Figure 1. Signal wires on met1 (run 1).
Bar = 20 µm.
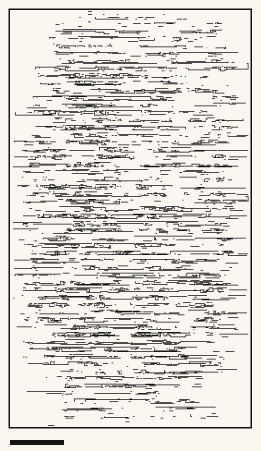
Figure 2. Metal 2 (run 1).
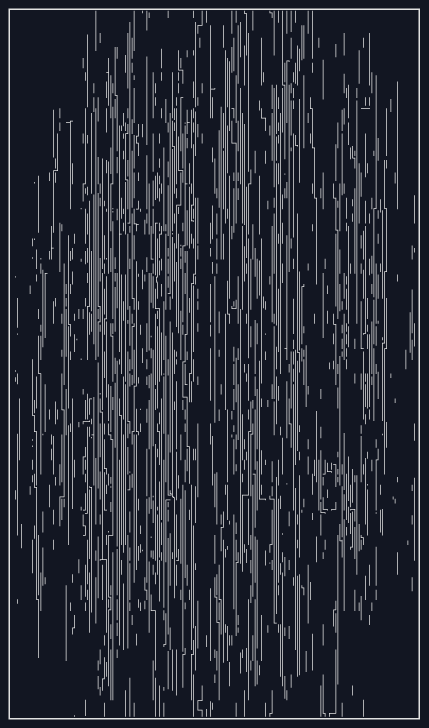
Figure 3. Signal wires on met3 (run 1).
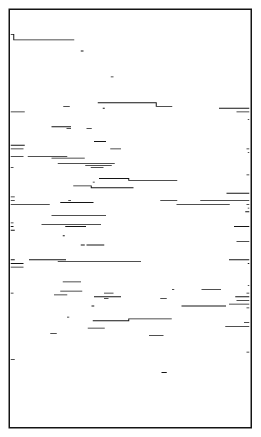
Figure 4. Signal wires on met4 (run 1).
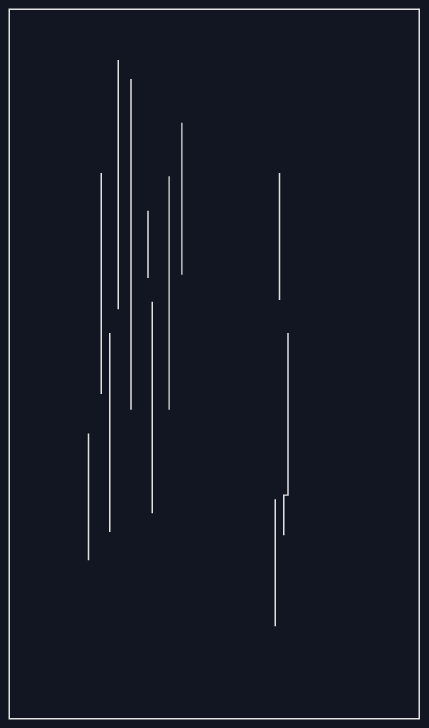
Design interval_timer_ctrl, sky130hd; sources not shown.
==> impl_metrics.csv, run 1 <==
group,metric,value,unit
status,status,"completed",
synth,edf_count,0,
sta,hold_viol,0,
drt,viasPerCell,4.820,
synth,synth-seq-cells,86,
cts,ctsResizeCount,0,
drt,wl_per_cell,14.00,µm
drt,drt_iter0_drc,205,
cts,clock-sinks,86,
power,p_leak,2.932,nW
grt,groute.usage.overall,24.88,%
setup_path,cpPeakStageDelay,760,ps
floorplan,die_y,153.5,µm
floorplan,die_w,88.55,µm
cts,post_cts_buffers,0,
synth,yosys_warnings,0,
drt,first_pass_iters,7,
synth,common_cells,"nand2_1, nor2_1, inv_1",
setup_path,critPathBufInv,1,
placed_design,dp_hpwl,12.24,mm
power,irDropWorstVdd,212.2,µV
synth,synth_area,5244,µm²
floorplan,coreArea,12870,µm²
setup_path,rrSetupSlack,930,ps
min_path,min_path_type,"reg2reg",
cts,cts_tree,"built",
setup_path,end_kind,"primary output",
synth,synth.distinct_cells,35,
drt,drtAntennaViolNets,0,
placed_design,portBuffers,82,
cts,ctsHoldBuffers,0,
cts,root_buffer,"clkbuf_16",
placed_design,place_congestion,0.9274,
cts,h-tree-depth,3,
synth,synth_cells,879,
setup_path,cp.required,2400,ps
cts,cts.path.max_buffers,2,
sta,min_period_over_period,78.76,%
sta,slew_viol_final,0,
synth,ys_cells,879,
run,log.warning_count,26,
grt,grt_pass1_wl,25.76,mm
synth,syn_avg_cell_area,5.966,µm²
synth,syn_nets,928,
grt,antenna_found_initial,0,
setup_path,cp.depth,1,
floorplan,chip_area,13590,µm²
sta,worst_pin_slew,458.9,ps
floorplan,num_rows,55,
setup_path,critPathKind,"reg2out",
synth,top_cell,"nand2_1",
run,max_cap_violations,0,
setup_path,cp.arrival,1680,ps
sta,tns,0,ps
setup_path,crit_path_start_kind,"register",
layout,synthToLayoutAreaGrowth,24.89,%
layout,final_area,6549,µm²
cts,cts_buffers,9,
synth,top_area_share,32.83,%
synth,ys_area,5244,µm²
synth,yosysTopAreaCell,"dfxtp_1",
grt,grt-ovfl-total,0,
cts,clk_latency,340,ps
grt,grt_pass1_vias,5276,
synth,synth-async-reset-ratio,0,%
setup_path,worst-path-max-fanout,8,
cts,path_clk_slew,70,ps
setup_path,critical-path-top-delay-family,"buffers and inverters",
layout,n_antenna_cell,0,
synth,ff_type,"dfxtp_1",
floorplan,io_pins,83,
setup_path,rr_worst_depth,13,
floorplan,floorplan.core_util,40.75,%
Back to the opening pictures, Figure 1:
The layer carries 6370 µm of wire. The layer holds 40% of the routed length. The wires run mostly horizontal.
DR vias: 5456
WL final: 15.84 mm
met1 Use GR: 27.80%

Back to the opening pictures, Figure 2:
The layer carries 8420 µm of wire. The wires run mostly vertical. The longest straight run is 56.4 µm.
met2 Use GR: 45.71%

Back to the opening pictures, Figure 3:
The layer carries 569 µm of wire. The longest straight run is 30.4 µm. The wires run mostly horizontal. The layer holds 3.6% of the routed length.
met3 Resource Use GR: 3.672%

Back to the opening pictures, Figure 4:
11 nets have wire on it. The layer carries 484 µm of wire.

==> run 1: layout by cell type, fill, tap and decap left out, types with 2 or more instances in the layout <==
master           instances
nand4_1                 15
nor3_1                   9
xor2_1                  15
nor3b_1                  3
nor2_2                   3
clkbuf_16                9
inv_6                    2
nand3b_1                 3
buf_12                   2
nor2_4                   2
xnor2_1                 16
o21ai_0                 45
buf_4                   13
inv_1                  125
a21oi_1                 37
ha_1                     2
clkinv_2                 2
nand3_1                 56
nand2_1                278
inv_2                   11
dfxtp_1                 86
nor2_1                 129
nor4_1                   2
clkdlybuf4s50_1         82
==> run 1: layout make-up <==
type / instances / area, µm² / area share, %
multi-input cells: 625 / 2855 / 43.60
flip-flops and latches: 86 / 1722 / 26.29
repair buffers: 97 / 958.4 / 14.64
inverters: 137 / 516.7 / 7.891
clock buffers: 10 / 239.0 / 3.649
well taps: 171 / 214.0 / 3.267
clock inverters: 6 / 43.79 / 0.6687
==> run 1: per-stage QoR <==
step                      power, mW  instances  hold slack, ps  worst slack (ps)  util, %
after floorplan               1.518        879           290.9              1130        -
after global placement        1.732       1116           303.7             410.0    48.69
final                         2.650       1132           317.1             722.1    50.89
after global routing          2.800       1132           345.9             553.2    50.89
after CTS                     2.680       1132           321.6             727.6    50.89
after detailed placement      1.732       1116           307.9             384.5    48.69
==> run 1: power by group <==
group / switching, mW / internal (mW) / total, mW
combinational: 0.336 / 0.231 / 0.567
clock: 0.423 / 0.519 / 0.942
sequential: 0.0668 / 1.07 / 1.14
total: 0.826 / 1.82 / 2.65
==> run 1: kinds of logic after synthesis <==
group | Yosys count | synth area share [%]
adders and majority gates | 2 | 0.4771
AOI/OAI and AO/OA | 85 | 8.495
xor gates and xnor gates | 31 | 5.178
and+or+nand+nor | 507 | 40.30
DFF | 86 | 32.83
buffers and inverters | 168 | 12.72
==> run 1: routing by layer <==
layer,GRT usage (%),wire length [µm],up-vias
li1,-,-,2848
met1,27.80,6366,2465
met2,45.71,8424,118
met3,3.672,569,25
met4,9.524,484,0
met5,0,0,-
## Run 2: what changed since run 1
==> constraint.sdc (replaced) <==
create_clock -name clk -period 2.7 [get_ports clk]
set_clock_uncertainty 0.15 [all_clocks]
set_input_delay 0.675 -clock clk [delete_from_list [all_inputs] [get_ports clk]]
set_output_delay 0.675 -clock clk [all_outputs]
set_load 0.03 [all_outputs]
Figure 5. Signal wires on met1 (run 2).
Bar = 20 µm.
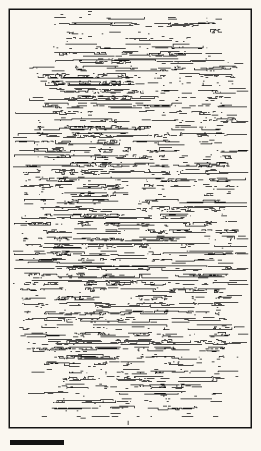
925 nets have wire on it. The longest straight run is 39.6 µm. The layer carries 6460 µm of wire. The layer holds 40% of the routed length. The wires run mostly horizontal.
WL final: 16.04 mm
DR vias: 5507

Figure 6. Routing congestion (run 2).
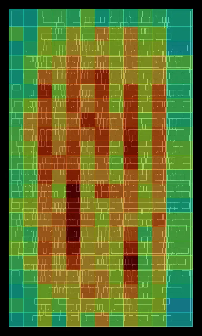
met3 Resource Use GR: 3.726%
met2 Use GR: 46.12%
Routed WL per cell: 13.98 µm
busiest metal layer after global routing: met2

==> impl_metrics.csv, run 2 <==
group,metric,value,unit
cts,clock-sinks,86,
cts,path_clk_slew,70,ps
setup_path,end_kind,"primary output",
run,max_cap_violations,0,
setup_path,cpPeakStageDelay,750,ps
cts,ctsHoldBuffers,0,
status,status,"completed",
synth,ys_sh_aoi,8.494,%
power,p_per_area,526.3,nW/µm²
setup_path,cp.depth,1,
synth,topCellsByArea,"dfxtp_1, nand2_1, nor2_1, inv_1, nand3_1",
synth,synth_cells,879,
floorplan,floorplan.core_util,40.75,%
power,p_leak,3.045,nW
setup_path,rrSetupSlack,410,ps
placed_design,pre_cts_ws,-25.57,ps
min_path,min_path_cells,2,
setup_path,worst-path-max-fanout,8,
sta,hold_viol,0,
layout,fin_cells,1148,
setup_path,cpMaxStageDelayCell,"clkdlybuf4s50_1",
cts,root_buffer,"clkbuf_16",
synth,synth.area.mux_share,0,%
setup_path,cp.required,1880,ps
setup_path,cp.arrival,1660,ps
drt,drt_iter0_drc,249,
synth,ff_type,"dfxtp_1",
sta,timing.fmax,0.4027,GHz
drt,first_pass_iters,6,
grt,grt-ovfl-total,0,
placed_design,dp_cells,1132,
power,irDropWorstVdd,293.6,µV
grt,grt_pass1_vias,5223,
cts,clk_latency,340,ps
grt,groute.usage.overall,24.89,%
setup_path,crit_path_start_kind,"register",
floorplan,num_rows,55,
layout,lay_top_cells,"nand2_1, nor2_1, inv_1",
synth,ys_sh_xor,5.178,%
synth,synth.distinct_cells,35,
floorplan,die_w,88.55,µm
floorplan,io_pins,83,
placed_design,place_area,6411,µm²
setup_path,rr_worst_depth,11,
synth,common_cells,"nand2_1, nor2_1, inv_1",
drt,viasPerCell,4.797,
cts,h-tree-depth,3,
sta,fin_crit,2483,ps
sta,tns,0,ps
sta,grt_setup_unrepaired,"false",
drt,drc,0,
synth,ys_cells,879,
synth,simple_gate_share,40.30,%
layout,fillers,1381,
layout,synthToLayoutAreaGrowth,28.56,%
synth,synthAdderAreaFrac,0.4772,%
sta,min_period_over_period,91.97,%
min_path,min_path_type,"reg2reg",
synth,ys_seq_share,32.83,%
floorplan,die_y,153.5,µm
setup_path,critical-path-top-delay-family,"buffers and inverters",
layout,mostFrequentLayoutCell,"nand2_1",
floorplan,coreArea,12870,µm²
grt,grt_pass1_wl,25.70,mm
layout,n_antenna_cell,0,
floorplan,chip_area,13590,µm²
synth,yosysTopAreaCell,"dfxtp_1",
placed_design,dp_hpwl,12.48,mm
setup_path,critPathKind,"reg2out",
drt,drtAntennaViolNets,0,
synth,top_cell,"nand2_1",
cts,ctsResizeCount,0,
placed_design,place_congestion,0.9195,
grt,antenna_found_initial,0,
synth,ys_area,5244,µm²
sta,worst_pin_slew,420.8,ps
grt,grt_max_degree,38,
sta,maxSlewHeadroom,71.75,%
setup_path,critPathBufInv,1,
synth,logic_family,"simple AND/OR/NAND/NOR gates",
sta,setup-violations-final,0,
cts,cts.path.max_buffers,2,
cts,post_cts_buffers,0,
synth,yosys_warnings,0,
synth,synth-seq-cells,86,
cts,cts_tree,"built",
sta,worst_slack,216.8,ps
synth,synth-async-reset-ratio,0,%
placed_design,portBuffers,82,
layout,final_area,6741,µm²
synth,top_area_share,32.83,%
synth,synth_area,5244,µm²
synth,edf_count,0,
layout,final_layout_size_suffix_gt1_share,7.165,%
sta,slew_viol_final,0,
synth,syn_nets,928,
cts,cts_buffers,9,
setup_path,path_cells,"clkdlybuf4s50_1",
layout,nets,1021,
synth,syn_avg_cell_area,5.966,µm²
power,power.total,3.548,mW
run,log.warning_count,26,
-- run 2: power by group --
| part | switching [mW] | leakage (nW) | internal [mW] |
|---|---|---|---|
| clock | 0.540 | 0.163 | 0.843 |
| combinational | 0.428 | 2.18 | 0.305 |
| sequential | 0.0799 | 0.705 | 1.35 |
| total | 1.05 | 3.05 | 2.50 |
-- run 2: final cells by class --
class / count / area (µm²) / area share [%]
clock buffer: 10 / 239.0 / 3.545
clock inverter: 6 / 91.34 / 1.355
inverter: 137 / 516.7 / 7.665
multi-input combinational: 625 / 2855 / 42.35
sequential: 86 / 1722 / 25.54
tap: 171 / 214.0 / 3.174
timing repair buffer: 113 / 1104 / 16.37
-- run 2: routing by layer --
metal | up-vias | global-route usage (%) | part of all wire [%]
li1 | 2887 | - | -
met1 | 2452 | 26.99 | 40
met2 | 139 | 46.12 | 53
met3 | 29 | 3.726 | 3.3
met4 | 0 | 10.52 | 3.4
met5 | - | 0 | 0
-- run 2: kinds of logic (layout without fill, tap and decap cells) --
logic type | count (synthesis) | in the layout
AND-OR/OR-AND | 85 | 85
XOR/XNOR | 31 | 31
adder cells (fa/ha/maj) | 2 | 2
buffers and inverters | 168 | 266
flip-flops | 86 | 86
AND/OR/NAND/NOR | 507 | 507
-- run 2: stage by stage --
stage,utilization [%],hold WS [ps]
2_1_floorplan,-,290.9
3_3_place_gp,49.82,302.1
3_5_place_dp,49.82,308.4
4_1_cts,52.39,318.9
5_1_grt,52.39,336.7
6_report,52.39,315.9
Power is estimated from default activity; no workload was simulated.
